==> src/rtl/mipi_csi_rx_header_ecc_pipe_if.sv <==
// Header stream bundle for the CSI-2 header ECC pipe.
// Valid/ready: a transfer happens on a rising edge where valid && ready are
// both high. The producer holds valid and payload stable until that transfer.
// hdr_* is the upstream side (DUT sinks); out_* is the downstream side (DUT sources).
interface mipi_csi_rx_header_ecc_pipe_if;
    logic        hdr_valid_i;
    logic        hdr_ready_o;
    logic [31:0] packet_header_i;
    logic        out_valid_o;
    logic        out_ready_i;
    logic [15:0] packet_length_o;
    logic [1:0]  vc_id_o;
    logic [5:0]  data_type_o;
    logic [5:0]  syndrome_o;
    logic        no_error_o;
    logic        corrected_error_o;
    logic        error_o;

    // Environment side: drives headers in, accepts decoded results.
    modport master (
        output hdr_valid_i, packet_header_i, out_ready_i,
        input  hdr_ready_o, out_valid_o, packet_length_o, vc_id_o, data_type_o,
               syndrome_o, no_error_o, corrected_error_o, error_o
    );

    // Decoder side.
    modport slave (
        input  hdr_valid_i, packet_header_i, out_ready_i,
        output hdr_ready_o, out_valid_o, packet_length_o, vc_id_o, data_type_o,
               syndrome_o, no_error_o, corrected_error_o, error_o
    );
endinterface

==> src/rtl/mipi_csi_rx_header_ecc_pipe.sv <==
// Pipelined CSI-2 packet-header ECC checker/corrector.
// Computes the 6-bit Hamming syndrome, corrects single-bit errors, optionally
// drops uncorrectable headers, filters by (corrected) virtual channel and keeps
// saturating statistics. PIPE_STAGES=2 registers the syndrome before
// correction; PIPE_STAGES=1 does both in front of the output register.
module mipi_csi_rx_header_ecc_pipe #(
    parameter int PIPE_STAGES = 2,
    parameter bit DROP_UNCORR = 1'b1,
    parameter int CNT_W       = 16
) (
    input  logic                         clk_i,
    input  logic                         rst_i,
    mipi_csi_rx_header_ecc_pipe_if.slave bus,
    input  logic [3:0]                   vc_mask_i,
    input  logic                         cnt_clr_i,
    output logic [CNT_W-1:0]             cnt_corrected_o,
    output logic [CNT_W-1:0]             cnt_uncorrected_o,
    output logic [CNT_W-1:0]             cnt_dropped_o
);

    if (PIPE_STAGES != 1 && PIPE_STAGES != 2) begin : g_bad_pipe
        $error("mipi_csi_rx_header_ecc_pipe: PIPE_STAGES must be 1 or 2");
    end

    // CSI-2 header parity over the 24-bit data vector D.
    function automatic logic [5:0] ecc_parity(input logic [23:0] d);
        logic [5:0] p;
        p[0] = d[0]  ^ d[1]  ^ d[2]  ^ d[4]  ^ d[5]  ^ d[7]  ^ d[10] ^
               d[11] ^ d[13] ^ d[16] ^ d[20] ^ d[21] ^ d[22] ^ d[23];
        p[1] = d[0]  ^ d[1]  ^ d[3]  ^ d[4]  ^ d[6]  ^ d[8]  ^ d[10] ^
               d[12] ^ d[14] ^ d[17] ^ d[20] ^ d[21] ^ d[22] ^ d[23];
        p[2] = d[0]  ^ d[2]  ^ d[3]  ^ d[5]  ^ d[6]  ^ d[9]  ^ d[11] ^
               d[12] ^ d[15] ^ d[18] ^ d[20] ^ d[21] ^ d[22];
        p[3] = d[1]  ^ d[2]  ^ d[3]  ^ d[7]  ^ d[8]  ^ d[9]  ^ d[13] ^
               d[14] ^ d[15] ^ d[19] ^ d[20] ^ d[21] ^ d[23];
        p[4] = d[4]  ^ d[5]  ^ d[6]  ^ d[7]  ^ d[8]  ^ d[9]  ^ d[16] ^
               d[17] ^ d[18] ^ d[19] ^ d[20] ^ d[22] ^ d[23];
        p[5] = d[10] ^ d[11] ^ d[12] ^ d[13] ^ d[14] ^ d[15] ^ d[16] ^
               d[17] ^ d[18] ^ d[19] ^ d[21] ^ d[22] ^ d[23];
        return p;
    endfunction

    // Map a syndrome onto the data bit it identifies; zero if it names no column.
    function automatic logic [23:0] column_flip(input logic [5:0] syn);
        logic [23:0] m;
        m = '0;
        case (syn)
            6'h07: m[0]  = 1'b1;
            6'h0B: m[1]  = 1'b1;
            6'h0D: m[2]  = 1'b1;
            6'h0E: m[3]  = 1'b1;
            6'h13: m[4]  = 1'b1;
            6'h15: m[5]  = 1'b1;
            6'h16: m[6]  = 1'b1;
            6'h19: m[7]  = 1'b1;
            6'h1A: m[8]  = 1'b1;
            6'h1C: m[9]  = 1'b1;
            6'h23: m[10] = 1'b1;
            6'h25: m[11] = 1'b1;
            6'h26: m[12] = 1'b1;
            6'h29: m[13] = 1'b1;
            6'h2A: m[14] = 1'b1;
            6'h2C: m[15] = 1'b1;
            6'h31: m[16] = 1'b1;
            6'h32: m[17] = 1'b1;
            6'h34: m[18] = 1'b1;
            6'h38: m[19] = 1'b1;
            6'h1F: m[20] = 1'b1;
            6'h2F: m[21] = 1'b1;
            6'h37: m[22] = 1'b1;
            6'h3B: m[23] = 1'b1;
            default: m = '0;
        endcase
        return m;
    endfunction

    // Saturating increment: holds at all-ones instead of wrapping.
    function automatic logic [CNT_W-1:0] sat_inc(input logic [CNT_W-1:0] v);
        return (&v) ? v : v + CNT_W'(1);
    endfunction

    // Input side: D = {WC_hi, WC_lo, DataID}; ECC[7:6] takes no part.
    logic [23:0] in_d;
    logic [5:0]  in_syn;
    logic        in_fire;
    logic        hdr_ready;

    assign in_d     = {bus.packet_header_i[15:8], bus.packet_header_i[23:16],
                       bus.packet_header_i[31:24]};
    assign in_syn   = ecc_parity(in_d) ^ bus.packet_header_i[5:0];
    assign in_fire  = bus.hdr_valid_i && hdr_ready;
    assign bus.hdr_ready_o = hdr_ready;

    // Candidate: the header about to be written into (or dropped before) the
    // output register this cycle.
    logic [23:0] cand_d;
    logic [5:0]  cand_syn;
    logic        cand_fire;
    logic        cand_drop;

    // Output register state.
    logic        out_valid;
    logic        out_adv;
    logic [15:0] out_len;
    logic [1:0]  out_vc;
    logic [5:0]  out_dt;
    logic [5:0]  out_syn;
    logic        out_no_err;
    logic        out_corr;
    logic        out_err;

    assign out_adv = !out_valid || bus.out_ready_i;

    if (PIPE_STAGES == 1) begin : g_pipe1
        // Single stage: decode straight from the input into the output register.
        assign cand_d    = in_d;
        assign cand_syn  = in_syn;
        assign hdr_ready = out_adv;
        assign cand_fire = in_fire;
    end else begin : g_pipe2
        logic        s1_valid;
        logic [23:0] s1_d;
        logic [5:0]  s1_syn;

        // Syndrome stage: load on input transfer, empty when its header leaves.
        always_ff @(posedge clk_i) begin
            if (rst_i) begin
                s1_valid <= 1'b0;
                s1_d     <= '0;
                s1_syn   <= '0;
            end else if (in_fire) begin
                s1_valid <= 1'b1;
                s1_d     <= in_d;
                s1_syn   <= in_syn;
            end else if (cand_fire) begin
                s1_valid <= 1'b0;
            end
        end

        assign cand_d    = s1_d;
        assign cand_syn  = s1_syn;
        // A header that will be dropped never needs the output slot, so it
        // leaves even while the output register is stalled.
        assign cand_fire = s1_valid && (cand_drop || out_adv);
        assign hdr_ready = !s1_valid || cand_fire;
    end

    // Correction and classification of the candidate header.
    logic [23:0] flip;
    logic [23:0] fixed_d;
    logic        dec_no_err;
    logic        dec_corr;
    logic        dec_unc;

    // Classify the syndrome, correct the data and decide whether to drop.
    always_comb begin
        flip       = column_flip(cand_syn);
        fixed_d    = cand_d ^ flip;
        dec_no_err = (cand_syn == 6'h00);
        dec_corr   = (|flip) || $onehot(cand_syn);
        dec_unc    = !dec_no_err && !dec_corr;
        // Uncorrectable headers have flip == 0, so this filters on the raw VC.
        cand_drop  = (dec_unc && DROP_UNCORR) || !vc_mask_i[fixed_d[7:6]];
    end

    // Output register: load a kept header, otherwise release on out_ready_i.
    always_ff @(posedge clk_i) begin
        if (rst_i) begin
            out_valid  <= 1'b0;
            out_len    <= '0;
            out_vc     <= '0;
            out_dt     <= '0;
            out_syn    <= '0;
            out_no_err <= 1'b0;
            out_corr   <= 1'b0;
            out_err    <= 1'b0;
        end else if (cand_fire && !cand_drop) begin
            out_valid  <= 1'b1;
            out_len    <= {fixed_d[23:16], fixed_d[15:8]};
            out_vc     <= fixed_d[7:6];
            out_dt     <= fixed_d[5:0];
            out_syn    <= cand_syn;
            out_no_err <= dec_no_err;
            out_corr   <= dec_corr;
            out_err    <= dec_unc;
        end else if (bus.out_ready_i) begin
            out_valid  <= 1'b0;
        end
    end

    assign bus.out_valid_o       = out_valid;
    assign bus.packet_length_o   = out_len;
    assign bus.vc_id_o           = out_vc;
    assign bus.data_type_o       = out_dt;
    assign bus.syndrome_o        = out_syn;
    assign bus.no_error_o        = out_no_err;
    assign bus.corrected_error_o = out_corr;
    assign bus.error_o           = out_err;

    // Statistics: one update per header as it leaves the candidate slot; clear wins.
    always_ff @(posedge clk_i) begin
        if (rst_i || cnt_clr_i) begin
            cnt_corrected_o   <= '0;
            cnt_uncorrected_o <= '0;
            cnt_dropped_o     <= '0;
        end else if (cand_fire) begin
            if (dec_corr) cnt_corrected_o   <= sat_inc(cnt_corrected_o);
            if (dec_unc)  cnt_uncorrected_o <= sat_inc(cnt_uncorrected_o);
            if (cand_drop) cnt_dropped_o    <= sat_inc(cnt_dropped_o);
        end
    end

endmodule

==> src/flat_wrapper.sv <==
// flat-port wrapper written by rule: the top's interface ports become plain ports
module mipi_csi_rx_header_ecc_pipe_flat 
#(
    parameter int PIPE_STAGES = 2,
    parameter bit DROP_UNCORR = 1'b1,
    parameter int CNT_W       = 16
)
  (clk_i, rst_i, vc_mask_i, cnt_clr_i, cnt_corrected_o, cnt_uncorrected_o, cnt_dropped_o, bus_hdr_valid_i, bus_packet_header_i, bus_out_ready_i, bus_hdr_ready_o, bus_out_valid_o, bus_packet_length_o, bus_vc_id_o, bus_data_type_o, bus_syndrome_o, bus_no_error_o, bus_corrected_error_o, bus_error_o);
  mipi_csi_rx_header_ecc_pipe_if bus_i ();
  input  logic clk_i;
  input  logic rst_i;
  input  logic [3:0] vc_mask_i;
  input  logic cnt_clr_i;
  output logic [CNT_W-1:0] cnt_corrected_o;
  output logic [CNT_W-1:0] cnt_uncorrected_o;
  output logic [CNT_W-1:0] cnt_dropped_o;
  input wire logic [$bits(bus_i.hdr_valid_i)-1:0] bus_hdr_valid_i;
  input wire logic [$bits(bus_i.packet_header_i)-1:0] bus_packet_header_i;
  input wire logic [$bits(bus_i.out_ready_i)-1:0] bus_out_ready_i;
  output wire logic [$bits(bus_i.hdr_ready_o)-1:0] bus_hdr_ready_o;
  output wire logic [$bits(bus_i.out_valid_o)-1:0] bus_out_valid_o;
  output wire logic [$bits(bus_i.packet_length_o)-1:0] bus_packet_length_o;
  output wire logic [$bits(bus_i.vc_id_o)-1:0] bus_vc_id_o;
  output wire logic [$bits(bus_i.data_type_o)-1:0] bus_data_type_o;
  output wire logic [$bits(bus_i.syndrome_o)-1:0] bus_syndrome_o;
  output wire logic [$bits(bus_i.no_error_o)-1:0] bus_no_error_o;
  output wire logic [$bits(bus_i.corrected_error_o)-1:0] bus_corrected_error_o;
  output wire logic [$bits(bus_i.error_o)-1:0] bus_error_o;
  assign bus_i.hdr_valid_i = bus_hdr_valid_i;
  assign bus_i.packet_header_i = bus_packet_header_i;
  assign bus_i.out_ready_i = bus_out_ready_i;
  assign bus_hdr_ready_o = bus_i.hdr_ready_o;
  assign bus_out_valid_o = bus_i.out_valid_o;
  assign bus_packet_length_o = bus_i.packet_length_o;
  assign bus_vc_id_o = bus_i.vc_id_o;
  assign bus_data_type_o = bus_i.data_type_o;
  assign bus_syndrome_o = bus_i.syndrome_o;
  assign bus_no_error_o = bus_i.no_error_o;
  assign bus_corrected_error_o = bus_i.corrected_error_o;
  assign bus_error_o = bus_i.error_o;
  mipi_csi_rx_header_ecc_pipe #(.PIPE_STAGES(PIPE_STAGES), .DROP_UNCORR(DROP_UNCORR), .CNT_W(CNT_W)) u_core (.clk_i(clk_i), .rst_i(rst_i), .bus(bus_i), .vc_mask_i(vc_mask_i), .cnt_clr_i(cnt_clr_i), .cnt_corrected_o(cnt_corrected_o), .cnt_uncorrected_o(cnt_uncorrected_o), .cnt_dropped_o(cnt_dropped_o));
endmodule
==> config.mk <==
export PLATFORM = sky130hd
export DESIGN_NAME = mipi_csi_rx_header_ecc_pipe_flat
export DESIGN_NICKNAME = d
export VERILOG_FILES = /design/src/rtl/mipi_csi_rx_header_ecc_pipe_if.sv /design/src/rtl/mipi_csi_rx_header_ecc_pipe.sv /design/src/flat_wrapper.sv
export SDC_FILE = /design/constraint.sdc
export NUM_CORES = 1
export LEC_CHECK = 0
export CORE_ASPECT_RATIO = 0.8
export CORE_MARGIN = 3
export CORE_UTILIZATION = 40
export CTS_CLUSTER_SIZE = 10
export DETAILED_ROUTE_END_ITERATION = 10
export SLEW_MARGIN = 20
export SYNTH_ARGS = -nofsm -noshare
export SYNTH_HDL_FRONTEND = slang
export SYNTH_SLANG_ARGS = --single-unit
==> constraint.sdc <==
create_clock -name clk_i -period 4.8 [get_ports clk_i]
set_clock_uncertainty 0.2 [all_clocks]
set_input_delay 0.72 -clock clk_i [delete_from_list [all_inputs] [get_ports clk_i]]
set_output_delay 0.72 -clock clk_i [all_outputs]
set_load 0.01 [all_outputs]
==> images/port_nets.png <==
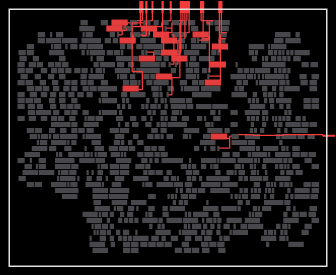
| port | color | direction | end cells | buffers | wire |
|---|---|---|---|---|---|
| `bus_packet_length_o` | red | output | 16 | 16 | 450 um |

==> images/met3.png <==
Bar = 50 um.
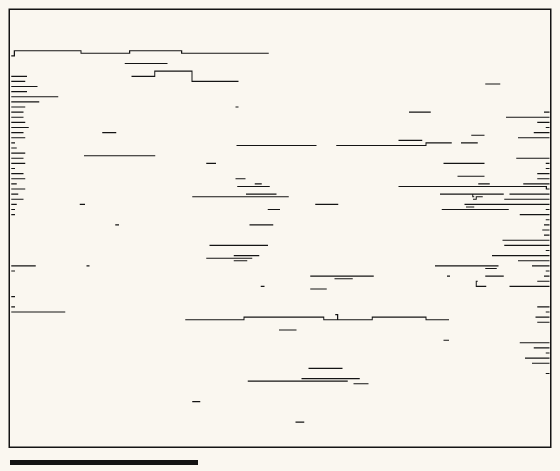
nets with wire on the layer: 112
wire length on this layer: 927 um
main direction: horizontal

==> images/final_placement.png <==
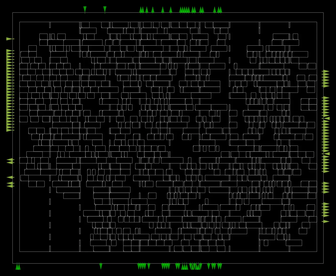
Finished Layout Cells: 980
flop share of the area: 28.37%
Placeable Area: 14,540 um^2

==> images/density.png <==
14 x 12 tiles, from black (low) to pale yellow (high), 0 to 100% covered.
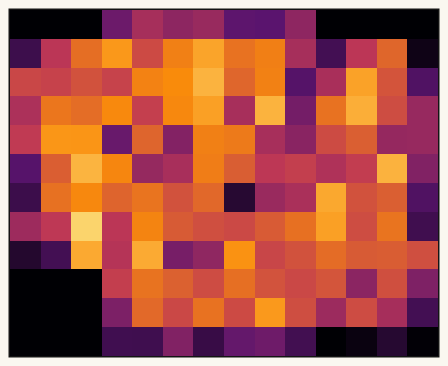
tiles over 75% full: 11%
nearly empty tiles: 11%
emptiest ninth of the die: bottom left
fullest tile: 91%
mean over tiles: 47%
Finished Core Util: 54.84%
Starting Density: 41.50%

==> images/gate_families.png <==
Bar = 50 um.
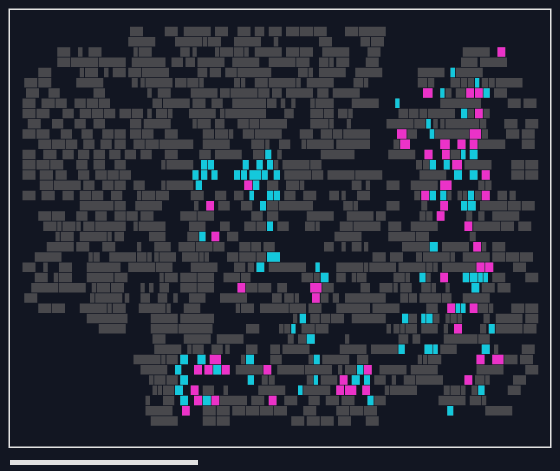
| family | color | cells | most used |
|---|---|---|---|
| NAND gates | cyan | 84 | nand3_1 |
| AND and OR gates | magenta | 52 | and3_1 |
multi-input combinational area share: 44.34%
highest-count logic cell in the final layout: clkdlybuf4s50_1

==> Changelog: implementation <==
### Changed

- Status: finished, final reports clean
- Mapped Cells: 676
- Cycle use final: 91.32%
- Combinational Power Share: 28.1%
- MaxCap Viol Count: 0
- Late-Pin Clk Latency: 0.42 ns
- Final GP Congestion: 0.8518
- Final Cell Area: 7975 um^2
- Dpl cells: 948
- Int Pwr: 2.305 mW
- CP endpoint: bus_hdr_ready_o
- Number of fill cells: 1,330
- Met2 usage: roughly 29%
- Tool warning count: 41
- N_taps: 184
- Routed len/inst: approximately 16 um
- Most common cell in the netlist: dfxtp_1
- Logic area: 3536 um^2
- Non-clock buffers, area share: 15.78%
- Post-synth seq share: 37.49%
- DP HPWL: between 10,000 and 15,000 um
- Top fanout value on the critical path: 11
- Drt via density: approximately 5.4
- Horiz. Die Dim: roughly 140 um
- Starting DRC count in detailed routing: 280
- Main area contributors: dfxtp_1 37%, xnor2_1 8.6%, mux2i_1 6.1%
- WS Path Type: flip-flop to output port
- Largest net degree at the start of global routing: 70
- CP Capture Type: output port
- Met2 Wirelength: 6874 um
- Gr usage total: 19.64%
- Crit. Startpoint: u_core.cand_syn[2]$_SDFFE_PP0P_
- Max_slew headroom: a little over a third
- Worst path depth: 10
- Yosys simple share: 20.49%
- Inverters: 18
- Count of library flops with an enable pin: 0
- Num rows: 39
- Critical Path AT: ~3.5 ns
- Ant. Diodes: 0
- Fmax: 0.2281 GHz
- Commonest flop: dfxtp_1
- Pins over their slew limit: 0
- Port-buffer cells: 121
Power is estimated from default activity; no workload was simulated.
